Figure 1. Clock network drawn from the DEF (run 1).
(4 px per µm)
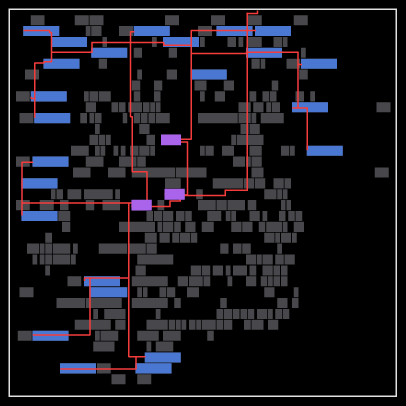
Figure 2. Local utilization (run 1).
(4 px per µm) The die is cut into 10 by 10 equal tiles; dark blue is low, red is high, 0 to 100% covered.
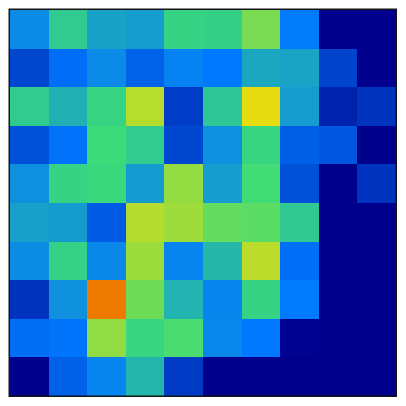
Figure 3. Routing congestion map (run 1).
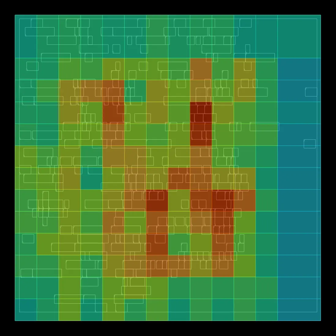
**config.mk**
```make
export PLATFORM = sky130hd
export DESIGN_NAME = decoder_8b10b
export DESIGN_NICKNAME = d
export VERILOG_FILES = /design/src/rtl/jesd_8b10b_pkg.sv /design/src/rtl/decoder_lut_8b10b.sv /design/src/rtl/decoder_8b10b.sv
export SDC_FILE = /design/constraint.sdc
export NUM_CORES = 1
export LEC_CHECK = 0
export ABC_CLOCK_PERIOD_IN_PS = 3260
export CORE_UTILIZATION = 25
export DETAILED_ROUTE_END_ITERATION = 16
export PLACE_DENSITY = 0.39
export SLEW_MARGIN = 20
export SYNTH_ARGS = -nofsm -noshare
export SYNTH_HDL_FRONTEND = slang
export SYNTH_SLANG_ARGS = --single-unit
```
**constraint.sdc**
```tcl
create_clock -name clk -period 3.26 [get_ports clk]
set_input_delay 0.652 -clock clk [delete_from_list [all_inputs] [get_ports clk]]
set_output_delay 0.652 -clock clk [all_outputs]
set_load 0.05 [all_outputs]
```
**src/rtl/jesd_8b10b_pkg.sv**
```systemverilog
// Shared 8b/10b definitions: running-disparity encoding, K28.5 symbols,
// sub-block disparity classification and the RD sequencing step.
package jesd_8b10b_pkg;

    localparam logic RD_MINUS = 1'b0;
    localparam logic RD_PLUS  = 1'b1;

    localparam logic [7:0] K28_5_BYTE     = 8'hBC;
    localparam logic [9:0] K28_5_RD_MINUS = 10'h0FA;
    localparam logic [9:0] K28_5_RD_PLUS  = 10'h305;

    typedef enum logic [1:0] {
        DISP_NEG  = 2'd0,
        DISP_ZERO = 2'd1,
        DISP_POS  = 2'd2,
        DISP_INV  = 2'd3
    } disp_t;

    // mid is the balanced ones-count of the sub-block (3 for 6b, 2 for 4b)
    function automatic disp_t sub_disp(input int ones, input int mid);
        if (ones == mid - 1)      return DISP_NEG;
        else if (ones == mid)     return DISP_ZERO;
        else if (ones == mid + 1) return DISP_POS;
        else                      return DISP_INV;
    endfunction

    // Returns {disp_err, rd_after}; a wrong-signed sub-block resyncs RD to its sign
    function automatic logic [1:0] rd_step(input logic rd, input disp_t disp);
        case (disp)
            DISP_POS: return {rd == RD_PLUS, RD_PLUS};
            DISP_NEG: return {rd == RD_MINUS, RD_MINUS};
            default:  return {1'b0, rd};
        endcase
    endfunction

endpackage

```
**src/rtl/decoder_lut_8b10b.sv**
```systemverilog
// Combinational 10b -> 8b table lookup: decoded byte, K flag, code error and
// the disparity class of the 6b and 4b sub-blocks.
module decoder_lut_8b10b
    import jesd_8b10b_pkg::*;
(
    input  logic [9:0] sym,
    output logic [7:0] data,
    output logic       k,
    output logic       code_err,
    output disp_t      disp6,
    output disp_t      disp4
);

    logic [5:0] six;
    logic [3:0] four;
    logic [3:0] four_eff;
    logic [4:0] x;
    logic [2:0] y;
    logic       ok6;
    logic       ok4;
    logic       a7;
    logic       is_k28;
    logic       k7;
    logic       a7_legal;

    assign six   = sym[9:4];
    assign four  = sym[3:0];
    assign disp6 = sub_disp($countones(six), 3);
    assign disp4 = sub_disp($countones(four), 2);

    // K28 in its RD+ form carries the complemented 4b code
    assign is_k28   = (six == 6'b001111) || (six == 6'b110000);
    assign four_eff = (six == 6'b110000) ? ~four : four;

    always_comb begin
        // NOTE: defaults assigned first so every path drives every output and no latch is inferred.
        x   = 5'd0;
        ok6 = 1'b1;
        case (six)
            6'b100111, 6'b011000: x = 5'd0;
            6'b011101, 6'b100010: x = 5'd1;
            6'b101101, 6'b010010: x = 5'd2;
            6'b110001:            x = 5'd3;
            6'b110101, 6'b001010: x = 5'd4;
            6'b101001:            x = 5'd5;
            6'b011001:            x = 5'd6;
            6'b111000, 6'b000111: x = 5'd7;
            6'b111001, 6'b000110: x = 5'd8;
            6'b100101:            x = 5'd9;
            6'b010101:            x = 5'd10;
            6'b110100:            x = 5'd11;
            6'b001101:            x = 5'd12;
            6'b101100:            x = 5'd13;
            6'b011100:            x = 5'd14;
            6'b010111, 6'b101000: x = 5'd15;
            6'b011011, 6'b100100: x = 5'd16;
            6'b100011:            x = 5'd17;
            6'b010011:            x = 5'd18;
            6'b110010:            x = 5'd19;
            6'b001011:            x = 5'd20;
            6'b101010:            x = 5'd21;
            6'b011010:            x = 5'd22;
            6'b111010, 6'b000101: x = 5'd23;
            6'b110011, 6'b001100: x = 5'd24;
            6'b100110:            x = 5'd25;
            6'b010110:            x = 5'd26;
            6'b110110, 6'b001001: x = 5'd27;
            6'b001110, 6'b001111,
            6'b110000:            x = 5'd28;
            6'b101110, 6'b010001: x = 5'd29;
            6'b011110, 6'b100001: x = 5'd30;
            6'b101011, 6'b010100: x = 5'd31;
            default:              ok6 = 1'b0;
        endcase
    end

    always_comb begin
        y   = 3'd0;
        ok4 = 1'b1;
        a7  = 1'b0;
        case (four_eff)
            4'b1011, 4'b0100: y = 3'd0;
            4'b1001:          y = 3'd1;
            4'b0101:          y = 3'd2;
            4'b1100, 4'b0011: y = 3'd3;
            4'b1101, 4'b0010: y = 3'd4;
            4'b1010:          y = 3'd5;
            4'b0110:          y = 3'd6;
            4'b1110, 4'b0001: y = 3'd7;
            4'b0111, 4'b1000: begin
                y  = 3'd7;
                a7 = 1'b1;
            end
            default:          ok4 = 1'b0;
        endcase
    end

    // Alternate x.7 is only legal as K23/27/29/30.7 or the six D.x.A7 pairings
    assign k7       = a7 && (x == 5'd23 || x == 5'd27 || x == 5'd29 || x == 5'd30);
    assign a7_legal = (four == 4'b0111 && (x == 5'd17 || x == 5'd18 || x == 5'd20)) ||
                      (four == 4'b1000 && (x == 5'd11 || x == 5'd13 || x == 5'd14));

    always_comb begin
        code_err = !ok6 || !ok4 || (a7 && !is_k28 && !k7 && !a7_legal);
        k        = !code_err && (is_k28 || k7);
        data     = code_err ? 8'h00 : {y, x};
    end

endmodule

```
**src/rtl/decoder_8b10b.sv**
```systemverilog
// Two-stage 8b/10b decoder with running-disparity tracking and error flags.
// Define DECODER_8B10B_ERR_CNT_EN to add saturating code/disparity error counters.
module decoder_8b10b
    import jesd_8b10b_pkg::*;
#(
    parameter logic RD_INIT = 1'b0
`ifdef DECODER_8B10B_ERR_CNT_EN
    ,
    parameter int unsigned ERR_CNT_W = 16
`endif
) (
    input  logic                 clk,
    input  logic                 rst,
`ifdef DECODER_8B10B_ERR_CNT_EN
    input  logic                 i_cnt_clr,
    output logic [ERR_CNT_W-1:0] o_code_err_cnt,
    output logic [ERR_CNT_W-1:0] o_disp_err_cnt,
`endif
    input  logic [9:0]           i_data,
    input  logic                 i_vld,
    output logic [7:0]           o_data,
    output logic                 o_k,
    output logic                 o_vld,
    output logic                 o_code_err,
    output logic                 o_disp_err,
    output logic                 o_rd
);

    logic [9:0] sym_q;
    logic       vld_q;
    logic [7:0] lut_data;
    logic       lut_k;
    logic       lut_code_err;
    disp_t      disp6;
    disp_t      disp4;
    logic [1:0] step6;
    logic [1:0] step4;

    always_ff @(posedge clk or posedge rst) begin
        if (rst) begin
            sym_q <= '0;
            vld_q <= 1'b0;
        end else begin
            // NOTE: non-blocking so every register samples pre-edge values regardless of statement order.
            sym_q <= i_data;
            vld_q <= i_vld;
        end
    end

    decoder_lut_8b10b u_lut (
        .sym      (sym_q),
        .data     (lut_data),
        .k        (lut_k),
        .code_err (lut_code_err),
        .disp6    (disp6),
        .disp4    (disp4)
    );

    // 4b sub-block is judged against the RD left behind by the 6b sub-block
    assign step6 = rd_step(o_rd, disp6);
    assign step4 = rd_step(step6[0], disp4);

    always_ff @(posedge clk or posedge rst) begin
        if (rst) begin
            o_data     <= 8'h00;
            o_k        <= 1'b0;
            o_vld      <= 1'b0;
            o_code_err <= 1'b0;
            o_disp_err <= 1'b0;
            o_rd       <= RD_INIT;
        end else begin
            o_vld      <= vld_q;
            o_code_err <= vld_q && lut_code_err;
            o_disp_err <= vld_q && (step6[1] || step4[1]);
            if (vld_q) begin
                o_data <= lut_data;
                o_k    <= lut_k;
                o_rd   <= step4[0];
            end
        end
    end

`ifdef DECODER_8B10B_ERR_CNT_EN
    always_ff @(posedge clk or posedge rst) begin
        if (rst) begin
            o_code_err_cnt <= '0;
            o_disp_err_cnt <= '0;
        end else if (i_cnt_clr) begin
            o_code_err_cnt <= '0;
            o_disp_err_cnt <= '0;
        end else begin
            if (o_vld && o_code_err && !(&o_code_err_cnt))
                o_code_err_cnt <= o_code_err_cnt + 1'b1;
            if (o_vld && o_disp_err && !(&o_disp_err_cnt))
                o_disp_err_cnt <= o_disp_err_cnt + 1'b1;
        end
    end
`endif

endmodule

```
==> notes.md, run 1 <==
flow finished, numbers: reg2reg path depth 11, vias per cell 5.16, logic share of the area 53.6%, post-placement cell area 0.00264 mm², First-pass DRT Iterations 6, simple share 23.8%, total die area 0.00929 mm², hold buffers post-CTS 0, CP Launch Point sym_q[4], largest net degree at the start of global routing 25, CP Data Arrival Time 3.20 ns, fillcell total 925, Seq/total area 21.2%, P&R area growth vs syn 27.8%, CP startpoint kind flip-flop, R2R Setup Slk 0.20 ns, Fin Hold WS 0.535 ns, Final Hold Fails 0, CTS sink cnt 24, fin crit share 93.9%, Ys Warns 0, Met1 Routed Length 2.96 mm, Clock Skews 0.00568 ns, most common logic cells in the final layout nand2_1 (29), inv_1 (26), clkdlybuf4s50_1 (25), Final Cell Area 0.00285 mm², FF+latch count 24, top cell category logic gates, Buf/Inv on CP 1, Tap Count 108, most instantiated cells after synthesis nand2_1 (31), inv_1 (27), dfrtp_1 (24), nand3_1 (24), ha_1 (22), critical path endpoint category flip-flop, Syn Inst Count 269, VDD IR max 330 µV, Clock Path Buffers 2, Clk Latency, worst-skew pair 0.28 ns, setup bufs post-CTS 0, clkbuf count 3, Most flops, register sym_q, aoi share 22.9%, logic gate share of total power 41.1%, Mapped Area 0.00223 mm², Synth Area per Inst 8.28 µm², top layer in use met4, Core Area 0.00868 mm², number of CTS-inserted buffers 3, final HPWL from detailed placement 4.44 mm, antenna-violating nets left 0, Non-CTS buffers 46, worst endpoint required time 3.40 ns, Largest register FFs 10, area leader, netlist dfrtp_1, Power Sequential 0.362 mW, Top Family by Delay on Critical Path simple AND/OR/NAND/NOR gates, met1 GRT Util 20.3%, count of library flops with an enable pin 0, ys async rst share 100%, Largest Pwr Group combinational cells, global-route wire length before repair 9.96 mm, WL met3 221 µm, grt ovf 0, multi-input gates 198, fa+ha+maj area frac 15.1%, met2 WL 2.74 mm, reg2reg end o_data[0], worst path cell trace ha_4, ha_1, a21oi_2, o211ai_1, or4_4, nor4_4, or4_4, a21oi_2, a2111oi_4, buf_4, o22ai_1, Mapped Nets 307, Max-area cell share 27.0%, CTS tree done, H-tree depth 1, status complete, no violations, Inverters 28, initial antenna violation count 0, Fmax 327 MHz, actual slew at the worst max-slew pin 0.726 ns, Static Leak 1.16 nW, OpenROAD warnings 40, Top area cell types dfrtp_1 (27%), ha_1 (12%), nand3_1 (5.4%), FF/Latch Area 602 µm², Max-Cap Viols 0, final setup TNS 0 ns, Via Count 2,107, met2 Track Usage GR 21.0%, Yosys Chip Area 0.00223 mm²
Notes on Figure 1 above:
clock wires: drawn in red, length 482 µm. clock drivers: drawn in purple, count 3. flip-flops: drawn in blue, count 24.
Position of the flops: spread over the die.

Notes on Figure 2 above:
The fullest tile reaches 86%. 1.0% of the tiles are over 75% full. The mean over all tiles is 29%. The densest ninth of the die: middle. 20% of the tiles are nearly empty. The emptiest ninth of the die: bottom right.

Notes on Figure 3 above:
Util after Layout: 32.8%
total track usage: 13.8%
met3 Use GR: 1.41%
busiest grt layer: met2
drt wl/cell: 14.8 µm

==> run 2, diff against run 1 <==
--- a/config.mk
+++ b/config.mk
@@ -9,7 +9,7 @@
 export CORE_UTILIZATION = 25
 export DETAILED_ROUTE_END_ITERATION = 16
 export PLACE_DENSITY = 0.39
-export SLEW_MARGIN = 20
+export SLEW_MARGIN = 10
 export SYNTH_ARGS = -nofsm -noshare
 export SYNTH_HDL_FRONTEND = slang
 export SYNTH_SLANG_ARGS = --single-unit
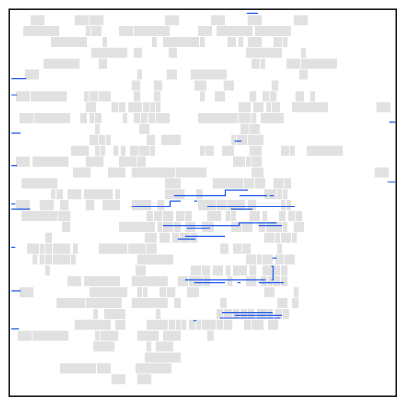
Figure 4: run 2, met3 routing.
(4 px per µm) Cells faint in the background.
The longest straight run is 21.6 µm. The wires run mostly horizontal. 28 nets have wire on it. The layer holds 3.7% of the routed length.
Total Wirelength: 6.03 mm
Via Count: 2,107

==> run 2 against run 1 <==
Utilization did not move. Wire length did not move. Area after synthesis did not move. First-iteration DRC count did not move. Sequential cell count did not move. Final cell count did not move. Worst hold slack did not move. Combinational power barely moved. Die size did not move. Power did not move. Critical path depth did not move. Critical path type unchanged. Largest power group unchanged.
==> notes.md, run 2 <==
flow finished, numbers: status complete, no violations, logic share of the area 53.6% (unchanged), Yosys Chip Area 0.00223 mm² (unchanged), Max-Cap Viols 0 (unchanged), most instantiated cells after synthesis nand2_1 (31), inv_1 (27), dfrtp_1 (24), nand3_1 (24), ha_1 (22), Final Cell Area 0.00285 mm² (unchanged), Fin Hold WS 0.535 ns (unchanged), CP Launch Point sym_q[4], fa+ha+maj area frac 15.1% (unchanged), Power Sequential 0.362 mW (about the same), met1 GRT Util 20.3% (unchanged), clkbuf count 3 (unchanged), Seq/total area 21.2% (unchanged), Most flops, register sym_q, total track usage 13.8% (unchanged), reg2reg path depth 11 (unchanged), Syn Inst Count 269 (unchanged), met3 Use GR 1.41% (unchanged), Top Family by Delay on Critical Path simple AND/OR/NAND/NOR gates, aoi share 22.9% (unchanged), multi-input gates 198 (unchanged), Critical Path Sink o_data[0], post-placement cell area 0.00264 mm² (unchanged), Core Area 0.00868 mm² (unchanged), final HPWL from detailed placement 4.44 mm (unchanged), CP startpoint kind flip-flop, P&R area growth vs syn 27.8% (unchanged), Netlist cell types 53, hold buffers post-CTS 0 (unchanged), H-tree depth 1 (unchanged), worst endpoint required time 3.40 ns (about the same), Clock Skews 0.00568 ns (unchanged), total die area 0.00929 mm² (unchanged), fillcell total 925 (unchanged), most common logic cells in the final layout nand2_1 (29), inv_1 (26), clkdlybuf4s50_1 (25), Post-Layout Cell Count 408, Largest Pwr Group combinational cells, simple share 23.8% (unchanged), logic gate share of total power 41.1% (about the same), initial antenna violation count 0 (unchanged), Mapped Nets 307 (unchanged), Util after Layout 32.8% (unchanged), Non-CTS buffers 46 (unchanged), R2R Setup Slk 0.20 ns (about the same), Post-Place Cells 401, count of library flops with an enable pin 0 (unchanged), grt ovf 0 (unchanged), Final Hold Fails 0 (unchanged), WL met3 221 µm (unchanged), VDD IR max 330 µV (unchanged), CTS tree done, Clock Path Buffers 2 (unchanged), First-pass DRT Iterations 6 (unchanged), Clk Latency, worst-skew pair 0.28 ns (about the same), largest net degree at the start of global routing 25 (unchanged), Met1 Routed Length 2.96 mm (unchanged), fin crit share 93.9% (unchanged), area leader, netlist dfrtp_1, Largest register FFs 10 (unchanged), actual slew at the worst max-slew pin 0.726 ns (unchanged), global-route wire length before repair 9.96 mm (unchanged), final setup TNS 0 ns (unchanged), Max-area cell share 27.0% (unchanged), Buf/Inv on CP 1 (unchanged), drt wl/cell 14.8 µm (unchanged), vias per cell 5.16 (unchanged), busiest grt layer met2, ys async rst share 100% (unchanged), Mapped Area 0.00223 mm² (unchanged), Tap Count 108 (unchanged), Synth Area per Inst 8.28 µm² (unchanged), FF+latch count 24 (unchanged), critical path endpoint category flip-flop, top layer in use met4, met2 WL 2.74 mm (unchanged), Static Leak 1.16 nW (unchanged), antenna-violating nets left 0 (unchanged), CP Data Arrival Time 3.20 ns (about the same), reg2reg end o_data[0], FF/Latch Area 602 µm² (unchanged), worst path cell trace ha_4, ha_1, a21oi_2, o211ai_1, or4_4, nor4_4, or4_4, a21oi_2, a2111oi_4, buf_4, o22ai_1, Clk network pwr share 25.5%, Crit path largest cell delay 0.52 ns, Hold Crit Class flip-flop to flip-flop, met2 Track Usage GR 21.0% (unchanged), Ys Warns 0 (unchanged), number of CTS-inserted buffers 3 (unchanged)
==> run 3, diff against run 2 <==
--- a/config.mk
+++ b/config.mk
@@ -6,6 +6,7 @@
 export NUM_CORES = 1
 export LEC_CHECK = 0
 export ABC_CLOCK_PERIOD_IN_PS = 3260
+export CORE_MARGIN = 3
 export CORE_UTILIZATION = 25
 export DETAILED_ROUTE_END_ITERATION = 16
 export PLACE_DENSITY = 0.39
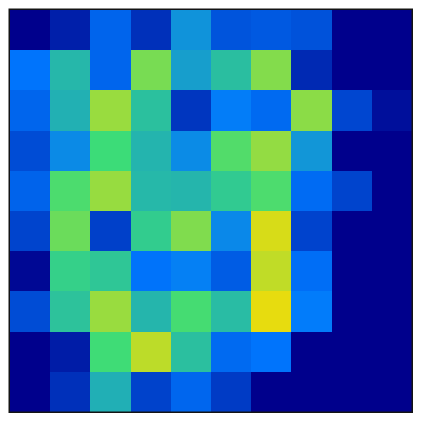
Figure 5: run 3, local utilization.
(4 px per µm) The die is cut into 10 by 10 equal tiles; dark blue is low, red is high, 0 to 100% covered.
The densest ninth of the die: middle. The emptiest ninth of the die: bottom right. The fullest tile reaches 72%. The mean over all tiles is 26%.
Util after Layout: 32.5%
FP Core Util: 26.4%
Core Area: 0.00842 mm²

==> run 3 against run 2 <==
Via count up 1.1%. Utilization is 0.25 points lower. Cell area fell by 3.7%. Combinational power barely moved. Die size grew 8.5%. Critical endpoint is now o_data[1].
==> notes.md, run 3 <==
flow finished, numbers: Ys Warns 0 (unchanged), status complete, no violations, ys async rst share 100% (unchanged), met2 WL 2.95 mm (+7.7%), Yosys Chip Area 0.00223 mm² (unchanged), met1 GRT Util 17.7% (-2.7 points), CP startpoint kind flip-flop, aoi share 22.9% (unchanged), worst path cell trace inv_1, ha_2, buf_4, a21oi_2, o211ai_1, or4_4, nor4_4, or4_1, a21oi_2, a2111oi_4, buf_4, o22ai_1, Clock Path Buffers 2 (unchanged), reg2reg path depth 12 (+1), post-placement cell area 0.00264 mm² (+0.14%), critical path endpoint category flip-flop, final setup TNS 0 ns (unchanged), Critical Path Sink o_data[1], vias per cell 5.29 (+2.3%), Seq/total area 21.9% (+0.77 points), Mapped Nets 307 (unchanged), drt wl/cell 15.1 µm (+2.4%), multi-input gates 198 (unchanged), Mapped Area 0.00223 mm² (unchanged), First-pass DRT Iterations 4 (-2), total die area 0.0101 mm² (+8.5%), top layer in use met4, total track usage 12.5% (-1.3 points), Post-Layout Cell Count 403 (-1.2%), number of CTS-inserted buffers 3 (unchanged), fin crit share 92.9% (-0.94 points), reg2reg end o_data[1], largest net degree at the start of global routing 25 (unchanged), P&R area growth vs syn 23.0%, CTS tree done, Final Hold Fails 0 (unchanged), Hold Crit Class flip-flop to flip-flop, Post-Place Cells 399 (-0.50%), VDD IR max 291 µV (-12%), Largest register FFs 10 (unchanged), Met1 Routed Length 2.82 mm (-4.7%), Clk network pwr share 25.5% (about the same), most common logic cells in the final layout nand2_1 (31), inv_1 (27), clkdlybuf4s50_1 (25), Max-area cell share 27.0% (unchanged), hold buffers post-CTS 0 (unchanged), fillcell total 907 (-1.9%), initial antenna violation count 0 (unchanged), Via Count 2,130 (+1.1%), fa+ha+maj area frac 15.1% (unchanged), Most flops, register sym_q, most instantiated cells after synthesis nand2_1 (31), inv_1 (27), dfrtp_1 (24), nand3_1 (24), ha_1 (22), Crit path largest cell delay 0.52 ns (about the same), Synth Area per Inst 8.28 µm² (unchanged), R2R Setup Slk 0.23 ns (+0.03 ns), Netlist cell types 53 (unchanged), count of library flops with an enable pin 0 (unchanged), antenna-violating nets left 0 (unchanged), met3 Use GR 1.46% (+0.051 points), logic share of the area 52.5% (-1.1 points), simple share 23.8% (unchanged)
No activity file was given, so power comes from the tool's default toggle rates.
